Figure 1. Signal wires on met1 (run 1).
The bar under the picture is 20 µm long. Supply wires on this layer in grey.
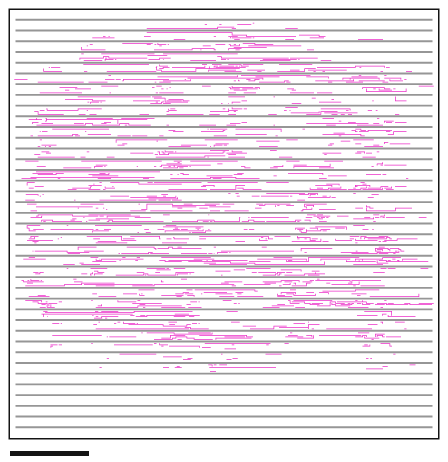
Figure 2. Gate families picked out (run 1).
The bar under the picture is 20 µm long.
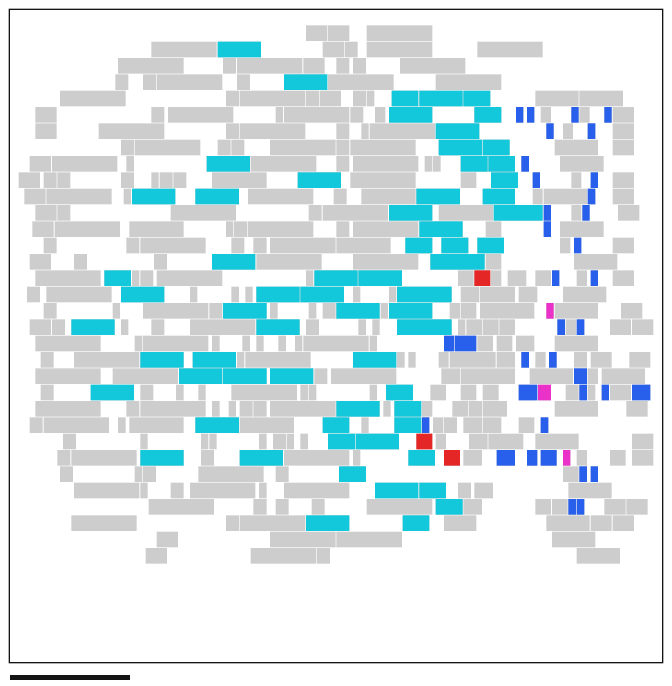
Figure 3. Metal 3 (run 1).
The bar under the picture is 20 µm long.
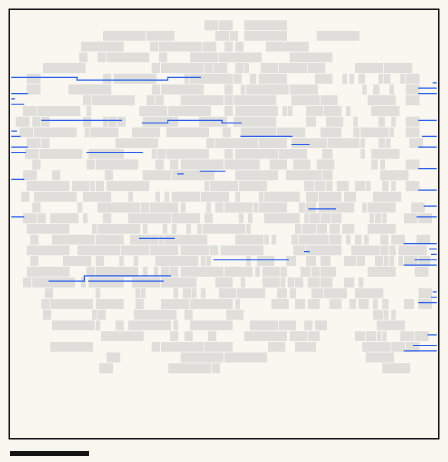
===== src/rtl/wallace_mult_pipe.sv =====
// wallace_mult_pipe: pipelined Wallace-tree multiplier with valid/ready handshake.
// Optional signed (Baugh-Wooley) mode is built when SIGNED_MODE_EN is defined.
module wallace_mult_pipe #(
  parameter int WIDTH  = 8,
  parameter int STAGES = 2
) (
  input  logic               clk,
  input  logic               rst,
  input  logic               in_valid,
  output logic               in_ready,
  input  logic [WIDTH-1:0]   a,
  input  logic [WIDTH-1:0]   b,
  input  logic               is_signed,
  output logic               out_valid,
  input  logic               out_ready,
  output logic [2*WIDTH-1:0] product
);

  localparam int PW = 2 * WIDTH;
`ifdef SIGNED_MODE_EN
  localparam int NR = WIDTH + 1;
`else
  localparam int NR = WIDTH;
`endif

  typedef logic [NR-1:0][PW-1:0] rows_t;

  function automatic int rows_after(input int n);
    int c;
    c = NR;
    for (int i = 0; i < 16; i++)
      if (i < n) c = 2 * (c / 3) + c % 3;
    return c;
  endfunction

  function automatic int num_layers();
    int n;
    n = 0;
    for (int i = 0; i < 16; i++)
      if (rows_after(i) > 2) n = i + 1;
    return n;
  endfunction

  localparam int NL = num_layers();

  // One Wallace layer: each group of three rows becomes a sum and a
  // carry row; leftover rows pass straight through.
  function automatic rows_t csa_layer(input rows_t r, input int cnt);
    rows_t o;
    int g;
    o = '0;
    g = cnt / 3;
    for (int j = 0; j < NR / 3; j++)
      if (j < g) begin
        o[2*j]   = r[3*j] ^ r[3*j+1] ^ r[3*j+2];
        o[2*j+1] = ((r[3*j] & r[3*j+1])
                  | (r[3*j] & r[3*j+2])
                  | (r[3*j+1] & r[3*j+2])) << 1;
      end
    for (int m = 0; m < NR; m++)
      if (m >= 3 * g && m < cnt) o[m-g] = r[m];
    return o;
  endfunction

  function automatic rows_t reduce(input rows_t r, input int lo,
                                   input int hi);
    rows_t t;
    t = r;
    for (int i = 0; i < 16; i++)
      if (i >= lo && i < hi) t = csa_layer(t, rows_after(i));
    return t;
  endfunction

  // Signed rows invert the terms that mix exactly one sign bit; the
  // extra row adds the matching 2^W + 2^(2W-1) correction.
  function automatic rows_t pp_gen(input logic [WIDTH-1:0] x,
                                   input logic [WIDTH-1:0] y,
                                   input logic s);
    rows_t r;
    logic p;
    r = '0;
    for (int i = 0; i < WIDTH; i++)
      for (int j = 0; j < WIDTH; j++) begin
        p = x[j] & y[i];
        if (s && ((i == WIDTH-1) != (j == WIDTH-1))) p = ~p;
        r[i][i+j] = p;
      end
`ifdef SIGNED_MODE_EN
    if (s) r[WIDTH] = (PW'(1) << WIDTH) | (PW'(1) << (PW-1));
`endif
    return r;
  endfunction

  function automatic logic [PW-1:0] fin_add(input rows_t r);
    return r[0] + r[1];
  endfunction

  logic [STAGES-1:0] vld;
  logic              stall;
  logic              sgn;

`ifdef SIGNED_MODE_EN
  assign sgn = is_signed;
`else
  logic unused_sgn;
  assign unused_sgn = is_signed;
  assign sgn = 1'b0;
`endif

  assign out_valid = vld[STAGES-1];
  assign stall     = out_valid && !out_ready;
  assign in_ready  = !stall;

  always_ff @(posedge clk) begin
    if (rst) begin
      vld <= '0;
    end else if (!stall) begin
      vld[0] <= in_valid;
      for (int i = 1; i < STAGES; i++) vld[i] <= vld[i-1];
    end
  end

  if (STAGES == 1) begin : g_one
    logic [WIDTH-1:0] a_q, b_q;
    logic             s_q;

    always_ff @(posedge clk) begin
      if (rst) begin
        a_q <= '0;
        b_q <= '0;
        s_q <= 1'b0;
      end else if (in_valid && in_ready) begin
        a_q <= a;
        b_q <= b;
        s_q <= sgn;
      end
    end

    assign product = fin_add(reduce(pp_gen(a_q, b_q, s_q), 0, NL));
  end else begin : g_multi
    rows_t          st_q [STAGES-1];
    logic [PW-1:0]  prod_q;

    // Data registers load only behind a valid bit so idle output holds.
    always_ff @(posedge clk) begin
      if (rst) begin
        for (int i = 0; i < STAGES - 1; i++) st_q[i] <= '0;
        prod_q <= '0;
      end else if (!stall) begin
        if (in_valid) st_q[0] <= pp_gen(a, b, sgn);
        for (int s = 1; s < STAGES - 1; s++)
          if (vld[s-1])
            st_q[s] <= reduce(st_q[s-1],
                              (s - 1) * NL / (STAGES - 1),
                              s * NL / (STAGES - 1));
        if (vld[STAGES-2])
          prod_q <= fin_add(reduce(st_q[STAGES-2],
                                   (STAGES - 2) * NL / (STAGES - 1),
                                   NL));
      end
    end

    assign product = prod_q;
  end

endmodule

===== config.mk =====
export PLATFORM = sky130hd
export DESIGN_NAME = wallace_mult_pipe
export DESIGN_NICKNAME = d
export VERILOG_FILES = /design/src/rtl/wallace_mult_pipe.sv
export SDC_FILE = /design/constraint.sdc
export NUM_CORES = 1
export LEC_CHECK = 0
export CORE_UTILIZATION = 40
export CTS_CLUSTER_SIZE = 25
export DETAILED_ROUTE_END_ITERATION = 10
export GPL_ROUTABILITY_DRIVEN = 0
export PLACE_DENSITY = 0.65
export SETUP_SLACK_MARGIN = 0.1
export SYNTH_ARGS = -nofsm -noshare
export SYNTH_HDL_FRONTEND = slang
export SYNTH_SLANG_ARGS = --single-unit
export TNS_END_PERCENT = 100

===== constraint.sdc =====
create_clock -name clk -period 3.9 [get_ports clk]
set_input_delay 0.78 -clock clk [delete_from_list [all_inputs] [get_ports clk]]
set_output_delay 0.78 -clock clk [all_outputs]
set_load 0.005 [all_outputs]

==> reports/results.env, run 1 <==
FP.COREAREA_UM2=10900
NONCLKBUFAREAFRAC=0.0827
GRT_PASS1_WL_UM=14100
DETAILED_PLACE_HPWL_UM=5850
SLOWEST_DELAY_NS=0.54
FIN_TNS_SETUP_NS=0
SYNTH.YOSYS.CHIP_AREA_UM2=4540
TOPCOMBFAMILYBYAREA='adder cells'
WORSTPATHBUFFERINVERTERCOUNT=2
CRITPATHLAUNCHTYPE='register'
WORSTHOLDPATHTYPE='reg -> reg'
MULTIIN_COMB=216
GRT_MOST_USED_LAYER='met2'
PATH_CELLS='fa_1, fa_1, fa_1, inv_1, fa_1, inv_1, ha_1, a21oi_1, o211ai_4, a221oi_2, xor2_1, o31ai_1'
NNETSFINAL=497
FINALCLOCKPERIODUSAGE=0.990
SYNTHADDERAREAFRAC=0.241
POST_SYNTH_XOR_AREA_FRACTION=0.0154
ASYNC_FLOP_SHARE=0
ENDPOINT_CLASS_OF_THE_CRITICAL_PATH='register'
POSTSYNTHNETCOUNT=449
DR.FIRST_ITER.DRC_COUNT=107
GLOBALROUTEOVERFLOWTOTAL=0
LAYOUT.CELL_AREA.NON_FILLER_UM2=5520
COMB_AREA_SHARE=0.377
CRITICAL_PATH.MAX_FANOUT=4
P_LEAK_uW=0.00252
WORST_SLEW_SLACK_AS_A_FRACTION_OF_ITS_LIMIT=0.453
DRC=0
CLK_SHARE=0.0571
POST-SYNTH-TOP-COUNT-CELL='and3_1'
PORTION_OF_THE_POST_SYNTHESIS_AREA_USED_BY_SEQUENTIAL_ELEMENTS=0.502
ROUTE.VIAS.TOTAL=2725
CTS-BUFFERS-INSERTED=9
WARNING_COUNT=29
ROOT_BUFFER='clkbuf_16'
CLOCKBUFFERDEPTH=2
SEQ-CELL-SHARE=0.414
MAXCAPVIOLATIONS=0
POST_SYNTH_INSTANCE_AREA_UM2=4540
TIMING.CRITICAL_PATH.MAX_DELAY_FAMILY='adder cells'
POST-PLACE-WS_NS=-0.0656
PIN_COUNT_OF_THE_BIGGEST_NET_ENTERING_GLOBAL_ROUTING=65
NETLIST_TOP_CELLS_COUNT='and3_1 (65), edfxtp_1 (64), inv_1 (55)'
WORSTPATHARRIVAL_NS=4.07
SYNTHFLOPTYPE='edfxtp_1'
SYN-MEAN-INSTANCE-AREA_UM2=12.5
MOST_FLOPS_REGISTER='g_multi.st_q'
PWR-SHARE-COMB=0.395
WORSTSKEWPAIRLATENCY_NS=0.33
GRT.MET1_USAGE=0.216
SYNTH.TOP_CELL.AREA_SHARE=0.423
FIN_WORST_SKEW_NS=0.00567
TIGHTESTPINTRANSITION_NS=0.820
LARGEST_REG_FLOPS=64
FINALCRITICALPERIOD_NS=3.86
ANTENNA_CELLS=0
RUN_STATUS='finished, final reports clean'
WORSTPATHREQUIRED_NS=4.11
SYN_INST=364
LARGESTCLASSBYAREA='registers'
ROUTED_VIA_DENSITY=4.90
WIRE_LENGTH_ON_MET3_UM=329
POWER_FRAC_CLOCK=0.277
FINAL-HOLD-VIOLATION-COUNT=0
FINAL-SETUP-VIOL-COUNT=0
CTS.HOLD.BUFFERS_ADDED=0
PATH_COMMON_CELL='fa_1'
POST_DP_CELL_AREA_UM2=5130
TIMING.HOLD.WORST_ENDPOINT='product[8]$_SDFFE_PP0P_'
NUM_ROWS=38
P_SWITCHING_uW=1010
VDD_IR_DROP_MAX_uV=278
CTS_HTREE_LEVELS=3
CELLPOWERDENSITY_nW_PER_UM2=586
ACHIEVABLE-FREQUENCY_GHz=0.259
GRT_ANTENNA_BEFORE_REPAIR=0
CHIP_HEIGHT_UM=109
SYNTH.LARGEST_AREA_CELL='edfxtp_1'
PORT-BUFFER-COUNT=37
-- Figure 1 (at the start) --
share of all routed wire	47%
wire length on this layer	3880 µm
longest straight run	31.3 µm
main direction	horizontal
nets with wire on the layer	460

-- Figure 2 (at the start) --
colour	family	cells	most used
cyan	adder and majority cells	64	fa_1
magenta	NOR gates	3	nor2_1
red	AND-OR and OR-AND gates	3	a21o_1
blue	NAND gates	36	nand2_1

-- Figure 3 (at the start) --
share of all routed wire	4.0%
wire length on this layer	330 µm
main direction	horizontal
total length of routed wires: 8210 µm
GR Util met3: 0.0410

==> run 1: repair_timing <==
action	in CTS	in global routing
gates resized	10	2
gates cloned	0	0
buffers inserted	1	0
setup endpoints to repair	5	7
pin swaps	10	7
==> run 1: metrics by stage <==
step                 util  std cells
detailed placement  0.470        540
floorplan               -        364
finish              0.505        556
global placement    0.470        540
CTS                 0.504        556
global route        0.505        556
==> run 1: power by group through the flow <==
stage / clock (µW) / sequential, µW / combinational, µW
2_1_floorplan: 0 / 1080 / 758
3_3_place_gp: 0 / 1080 / 1130
3_5_place_dp: 0 / 1080 / 1150
4_1_cts: 915 / 1060 / 1280
5_1_grt: 953 / 1070 / 1460
6_report: 895 / 1060 / 1280
Figure 4. Zoomed window (run 1).
The bar under the picture is 10 µm long. Region (61, 7) to (101, 47) µm. Cells in grey, sequential cells in the stronger grey; small squares are vias.
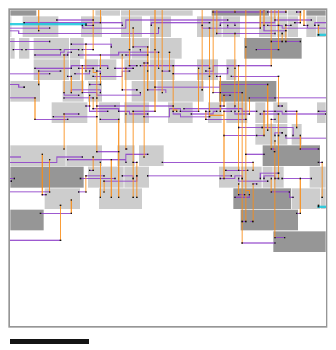

==> run 2: changes to the inputs <==
--- a/config.mk
+++ b/config.mk
@@ -5,6 +5,7 @@
 export SDC_FILE = /design/constraint.sdc
 export NUM_CORES = 1
 export LEC_CHECK = 0
+export ABC_AREA = 1
 export CORE_UTILIZATION = 40
 export CTS_CLUSTER_SIZE = 25
 export DETAILED_ROUTE_END_ITERATION = 10
Figure 5. Zoomed window (run 2).
The bar under the picture is 10 µm long. Region (62, 7) to (102, 47) µm. Cells in grey, sequential cells in the stronger grey; small squares are vias.
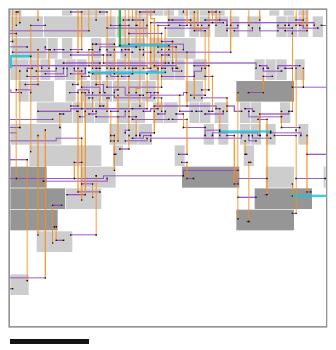
colour	layer
green	met4
orange	met2
cyan	met3
purple	met1
sequential cells in the window	6
cells with their middle in the window	87
most frequent	nand2_1 (20), nor2_1 (16), inv_1 (14)
netlist names of flops here include	`product` (4), `g_multi.st_q` (2)

==> reports/results.env, run 2 <==
RUN_STATUS='finished, final reports clean'
LAYOUT.CELL_AREA.NON_FILLER_UM2=5670
FILLCELLCOUNT=1003
AREA_GROWTH_PCT=22.0
CRITPATHLAUNCHTYPE='register'
TIMING.CRITICAL_PATH.MAX_DELAY_FAMILY='adder cells'
P_LEAK_uW=0.00260
WORSTPATHREQUIRED_NS=4.14
WORSTPATHARRIVAL_NS=3.90
CRITICAL_PATH.MAX_FANOUT=5
ANTENNA_CELLS=0
CLOCKBUFFERDEPTH=2
WARNING_COUNT=28
POWER_IN_THE_CLOCK_GROUP_uW=940
GLOBALROUTEOVERFLOWTOTAL=0
POSTSYNTHNETCOUNT=527
WORSTSKEWPAIRLATENCY_NS=0.34
CELLPOWERDENSITY_nW_PER_UM2=597
ENDPOINT_CLASS_OF_THE_CRITICAL_PATH='register'
P_SWITCHING_uW=1180
POST-PLACE-WS_NS=0.00593
YS_SH_MUX=0
SYN-MEAN-INSTANCE-AREA_UM2=10.5
ACHIEVABLE-FREQUENCY_GHz=0.273
WL_MET1_UM=3970
FINALCRITICALPERIOD_NS=3.66
MAXCAPVIOLATIONS=0
ROOT_BUFFER='clkbuf_16'
PORTION_OF_THE_POST_SYNTHESIS_AREA_USED_BY_SEQUENTIAL_ELEMENTS=0.491
WIRE_LENGTH_ON_MET3_UM=436
PATH_CELLS='fa_1, inv_2, fa_1, inv_2, fa_1, inv_1, fa_1, inv_2, ha_4, or2_4, nand3_2, a21o_1, nand3_1, nand2_1, inv_1'
FP.COREAREA_UM2=11400
CTS.HOLD.BUFFERS_ADDED=0
ROUTE.VIAS.TOTAL=2959
SYNTH.LARGEST_AREA_CELL='edfxtp_1'
FP_UTIL=0.409
SLOWEST_DELAY_NS=0.56
FINAL-SETUP-VIOL-COUNT=0
DIEAREA_UM2=12100
FINAL_LAYOUT_TOP_LOGIC_CELLS='nor2_1 (102), inv_1 (80), edfxtp_1 (64)'
DRC=0
FINAL-COMB-AREA_UM2=2150
GROUTE.LAYER.MET3.USAGE=0.0314
VDD_IR_DROP_MAX_uV=304
MOST_FLOPS_REGISTER='g_multi.st_q'
WORST_SLEW_SLACK_AS_A_FRACTION_OF_ITS_LIMIT=0.420
NETLIST_TOP_CELLS_COUNT='nor2_1 (105), inv_1 (84), edfxtp_1 (64)'
FINAL_CORE_UTIL=0.499
POST-SYNTH-TOP-COUNT-CELL='nor2_1'
NUM_ROWS=39
POWER_FRAC_CLOCK=0.278
WORSTPATHBUFFERINVERTERCOUNT=5
FINAL_WS_SETUP_NS=0.242
SYNTH_WARNINGS=0
SYNTH.FF_LATCH_COUNT=82
SYNTHTOPCELLSBYAREA='edfxtp_1 (41%), fa_1 (17%), nor2_1 (8.5%)'
SYNTH.YOSYS.CHIP_AREA_UM2=4650
GRT.MET1_USAGE=0.204
SYNTHADDERAREAFRAC=0.235
CLKTRANSATPATHREGS_NS=0.06
POST_SYNTH_INSTANCE_AREA_UM2=4650
DIE.SIZE.X_UM=110
PWR-SHARE-COMB=0.414
POWER.SEQUENTIAL.TOTAL_uW=1040
FINALCLOCKPERIODUSAGE=0.938
PLACEDCELLCOUNT=621
CTS_HTREE_LEVELS=3
CHIP_HEIGHT_UM=110
P_INT_uW=2210
FIN_WORST_SKEW_NS=0.00871
DETAILED_PLACE_HPWL_UM=6190
PORT-BUFFER-COUNT=37
POSTROUTEWIRELENGTH_UM=8500
DR.FIRST_ITER.DRC_COUNT=182
YOSYS_CELLS=442
HIGHEST_LAYER='met4'
TIMING.HOLD.WS_NS=0.510
POST_DP_CELL_AREA_UM2=5220
SYNTHFLOPTYPE='edfxtp_1'
YOSYS.CELL_TYPES.COUNT=24
R2R_CELLS=15
ROUTE.MET2.WL_UM=3930
TIMING.HOLD.WORST_ENDPOINT='vld[1]$_SDFFE_PP0N_'
PATH_COMMON_CELL='fa_1'
FIN_TNS_SETUP_NS=0
POST_SYNTH_XOR_AREA_FRACTION=0.00565
ASYNC_FLOP_SHARE=0
POWER_LEADER='combinational cells'
CRIT-REG2REG-CAPTURE='product[11]$_SDFFE_PP0P_'
TIGHTESTPINTRANSITION_NS=0.868
DRT_PASS_1_ITERS=5
LARGEST_REG_FLOPS=64
PG_COMB_uW=1400
GRT_PASS1_WL_UM=13400
FINAL-HOLD-VIOLATION-COUNT=0
SYN_INST=442
NNETSFINAL=575
GRT_MOST_USED_LAYER='met2'
SYNTH.TOP_CELL.AREA_SHARE=0.413
PIN_COUNT_OF_THE_BIGGEST_NET_ENTERING_GLOBAL_ROUTING=65
GLOBALROUTEMET2UTIL=0.235
GRT_ANTENNA_BEFORE_REPAIR=0
WORSTHOLDPATHTYPE='reg -> reg'
CTS-BUFFERS-INSERTED=9
ROUTED_VIA_DENSITY=4.64
CLOCK_SINK_COUNT=82
CRITPATHSLOWESTCELL='fa_1'
TOPCOMBFAMILYBYAREA='adder cells'
Figure 6. Gate families picked out (run 2).
The bar under the picture is 20 µm long.
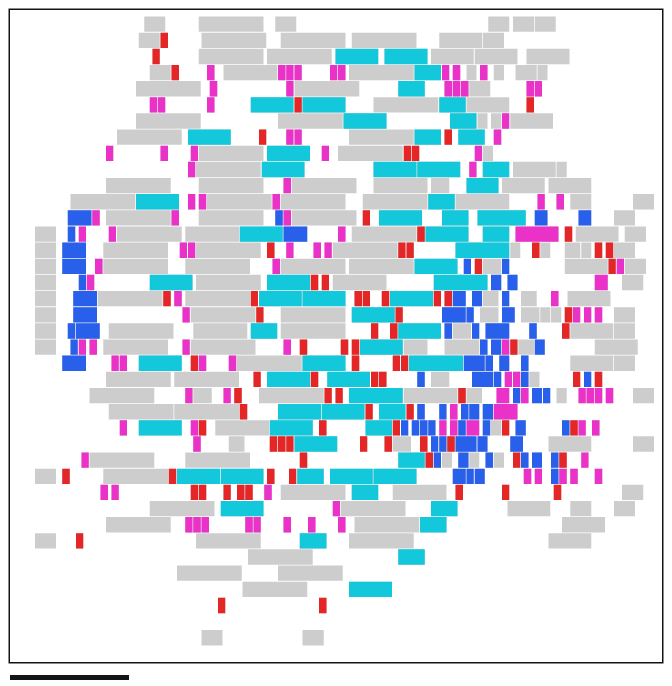
post-route insts no fill: 638
Top cell excl fill/tap: nor2_1
combinational share of cell area: 0.379

[run 2: netlist changes by cell type after synthesis, sizes merged, moves of 3 or more]
cell    previous run  this run
nand2             28        53
and2               3         0
o21ai              2        12
nand3              3        17
and3              65         0
clkbuf             9         1
nand2b             3         0
xor2               6         1
a21oi             19         8
inv               55        86
nor2               3       107
[run 2: repair_timing]
item / in CTS / in global routing
buffers inserted: 0 / 1
endpoints found under the setup margin: 5 / 7
resized: 2 / 29
pin swaps: 0 / 23
[run 2: layout make-up]
cell class                      instances  share of cell area
Tap cell                              143              0.0315
Clock inverter                          7              0.0185
Timing Repair Buffer                   40              0.0714
Clock buffer                            9              0.0397
Sequential cell                        82               0.402
Multi-Input combinational cell        270               0.379
Inverter                               87              0.0576
Figure 7. Routing congestion (run 2).
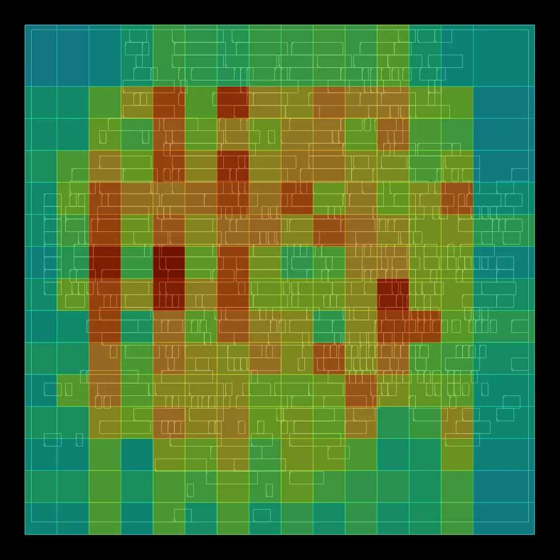

==> run 3: changes to the inputs <==
--- a/config.mk
+++ b/config.mk
@@ -10,6 +10,7 @@
 export CTS_CLUSTER_SIZE = 25
 export DETAILED_ROUTE_END_ITERATION = 10
 export GPL_ROUTABILITY_DRIVEN = 0
+export GPL_TIMING_DRIVEN = 0
 export PLACE_DENSITY = 0.65
 export SETUP_SLACK_MARGIN = 0.1
 export SYNTH_ARGS = -nofsm -noshare
Figure 8. Routing congestion (run 3).
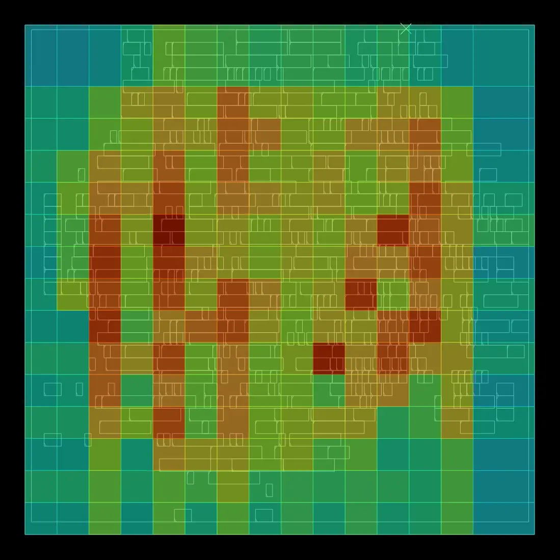
most heavily used metal layer in global routing: met2
grt met2 use: 0.240
global-route track usage on met1: 0.212

Figure 9. Zoomed window (run 3).
The bar under the picture is 10 µm long. Region (62, 7) to (102, 47) µm. Cells in grey, sequential cells in the stronger grey; small squares are vias.
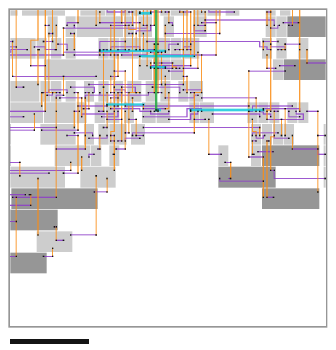
colour	layer
green	met4
cyan	met3
orange	met2
purple	met1
most frequent	nand2_1 (18), inv_1 (14), nor2_1 (12)
cells with their middle in the window	79
sequential cells in the window	7
netlist names of flops here include	`product` (5), `g_multi.st_q` (2)

==> reports/results.env, run 3 <==
NUM_ROWS=39
POWER_FRAC_CLOCK=0.267
WORST_SLEW_SLACK_AS_A_FRACTION_OF_ITS_LIMIT=0.618
LARGEST_REG_FLOPS=64
CTS_HTREE_LEVELS=3
NONCLKBUFAREAFRAC=0.0735
CTS-BUFFERS-INSERTED=9
WORSTHOLDPATHTYPE='reg -> reg'
VDD_IR_DROP_MAX_uV=365
FAILED_CHECKS='design-rule violations'
FINAL_CORE_UTIL=0.493
ROOT_BUFFER='clkbuf_16'
CLKTRANSATPATHREGS_NS=0.07
SYN-MEAN-INSTANCE-AREA_UM2=10.5
PIN_COUNT_OF_THE_BIGGEST_NET_ENTERING_GLOBAL_ROUTING=43
CTS.HOLD.BUFFERS_ADDED=0
TIMING.HOLD.WORST_ENDPOINT='product[0]$_SDFFE_PP0P_'
SYNTH.YOSYS.CHIP_AREA_UM2=4650
P_LEAK_uW=0.00258
P_INT_uW=2030
FINAL-COMB-AREA_UM2=2110
TIGHTESTPINTRANSITION_NS=0.571
R2R_CELLS=16
TIMING.CRITICAL_PATH.MAX_DELAY_FAMILY='adder cells'
WORSTPATHREQUIRED_NS=4.14
SYNTHFLOPTYPE='edfxtp_1'
DR.FIRST_ITER.DRC_COUNT=222
LAYOUT.CELL_AREA.NON_FILLER_UM2=5600
ASYNC_FLOP_SHARE=0
DIEAREA_UM2=12100
AREA_GROWTH_PCT=20.5
GRT_ANTENNA_BEFORE_REPAIR=0
CELLPOWERDENSITY_nW_PER_UM2=565
CRIT-REG2REG-CAPTURE='product[14]$_SDFFE_PP0P_'
POSTSYNTHNETCOUNT=527
FP.COREAREA_UM2=11400
POST-PLACE-WS_NS=0.0189
WARNING_COUNT=28
MOST_FLOPS_REGISTER='g_multi.st_q'
YOSYS_CELLS=442
FIN_WORST_SKEW_NS=0.00910
TAPS=143
TIMING.HOLD.WS_NS=0.497
ENDPOINT_CLASS_OF_THE_CRITICAL_PATH='register'
WORSTSKEWPAIRLATENCY_NS=0.33
DIE.SIZE.X_UM=110
SYNTHTOPCELLSBYAREA='edfxtp_1 (41%), fa_1 (17%), nor2_1 (8.5%)'
ROUTE.VIAS.TOTAL=3012
COMB_AREA_SHARE=0.376
POST-SYNTH-TOP-COUNT-CELL='nor2_1'
GRT_PASS1_WL_UM=13700
FINAL_WS_SETUP_NS=0.221
SETUP_FIX_BUFS_POST_CTS=0
POWER_IN_THE_CLOCK_GROUP_uW=844
LAYOUT_CLOCK_BUFFERS=9
PATH_COMMON_CELL='inv_1'
POST_CTS.RESIZED_INSTANCES=2
RUN_STATUS='complete, but fails checks'
ROUTED_VIA_DENSITY=4.71
WORSTPATHARRIVAL_NS=3.92
MAXCAPVIOLATIONS=0
CLOCKBUFFERDEPTH=2
PG_COMB_uW=1280
YOSYS.CELL_TYPES.COUNT=24
SYN_INST=442
POSTROUTEWIRELENGTH_UM=8620
POST_SYNTH_INSTANCE_AREA_UM2=4650
LAYOUT.SEQUENTIAL_CELLS=82
CHIP_HEIGHT_UM=110
POST_DP_CELL_AREA_UM2=5220
FINAL_LAYOUT_TOP_LOGIC_CELLS='nor2_1 (104), inv_1 (83), edfxtp_1 (64)'
NUMBER_OF_GLOBAL_ROUTE_VIAS_BEFORE_REPAIR=2839
LAYOUTNONFILLERINSTCOUNT=640
DRC=2
WORSTPATHBUFFERINVERTERCOUNT=5
BUFFERS=42
CLK_SHARE=0.0529
FINAL-HOLD-VIOLATION-COUNT=0
FILLCELLCOUNT=1063
PATH_CELLS='fa_1, inv_1, fa_1, inv_1, fa_1, inv_1, fa_1, inv_1, ha_4, nand2_2, nor2_1, nand3_1, nand4_1, nand3_1, nand2_1, inv_1'
CRITPATHLAUNCHTYPE='register'
LARGESTCLASSBYAREA='registers'
GLOBALROUTEOVERFLOWTOTAL=0
MULTIIN_COMB=270
PWR-SHARE-COMB=0.404
TOP_CELL_EXCL_FILL_TAP='nor2_1'
FP_UTIL=0.409
SYNTH.LARGEST_AREA_CELL='edfxtp_1'
FINALCRITICALPERIOD_NS=3.68
POWER.SEQUENTIAL.TOTAL_uW=1040
POWER_LEADER='combinational cells'
DETAILED_PLACE_HPWL_UM=6310
PLACEDCELLCOUNT=623
CLOCK_SINK_COUNT=82
PORT-BUFFER-COUNT=37
FIN_TNS_SETUP_NS=0
ACHIEVABLE-FREQUENCY_GHz=0.272
FINALCLOCKPERIODUSAGE=0.943
SEQ-CELL-SHARE=0.407
SYNTH.FF_LATCH_COUNT=82
SLOWEST_DELAY_NS=0.54
DRT_PASS_1_ITERS=7
PORTION_OF_THE_POST_SYNTHESIS_AREA_USED_BY_SEQUENTIAL_ELEMENTS=0.491
SYNTH_WARNINGS=0
CRITICAL_PATH.MAX_FANOUT=5
NNETSFINAL=577
INVS_W_O_CLOCK=87
FINAL-SETUP-VIOL-COUNT=0
NETLIST_TOP_CELLS_COUNT='nor2_1 (105), inv_1 (84), edfxtp_1 (64)'
==> run 3: cell counts after synthesis <==
Identical to the previous run, type by type.
==> run 3: layer usage <==
metal / vias to the layer above / track usage / share of wire / routed length (µm)
met3: 8 / 0.0243 / 0.042 / 366
met1: 1447 / 0.212 / 0.47 / 4070
met5: - / 0 / 0 / 0
li1: 1484 / - / - / -
met2: 73 / 0.240 / 0.47 / 4070
met4: 0 / 0.0552 / 0.013 / 110
==> run 3: logic make-up (layout without fill, tap and decap cells) <==
group | Yosys count | after routing | synth area share
compound gates | 23 | 23 | 0.0264
xor+xnor | 3 | 3 | 0.00565
fa+ha+maj | 64 | 64 | 0.235
buf+inv | 90 | 145 | 0.0732
flops | 82 | 82 | 0.491
simple gates | 180 | 180 | 0.169
Power and IR drop assume default switching activity.
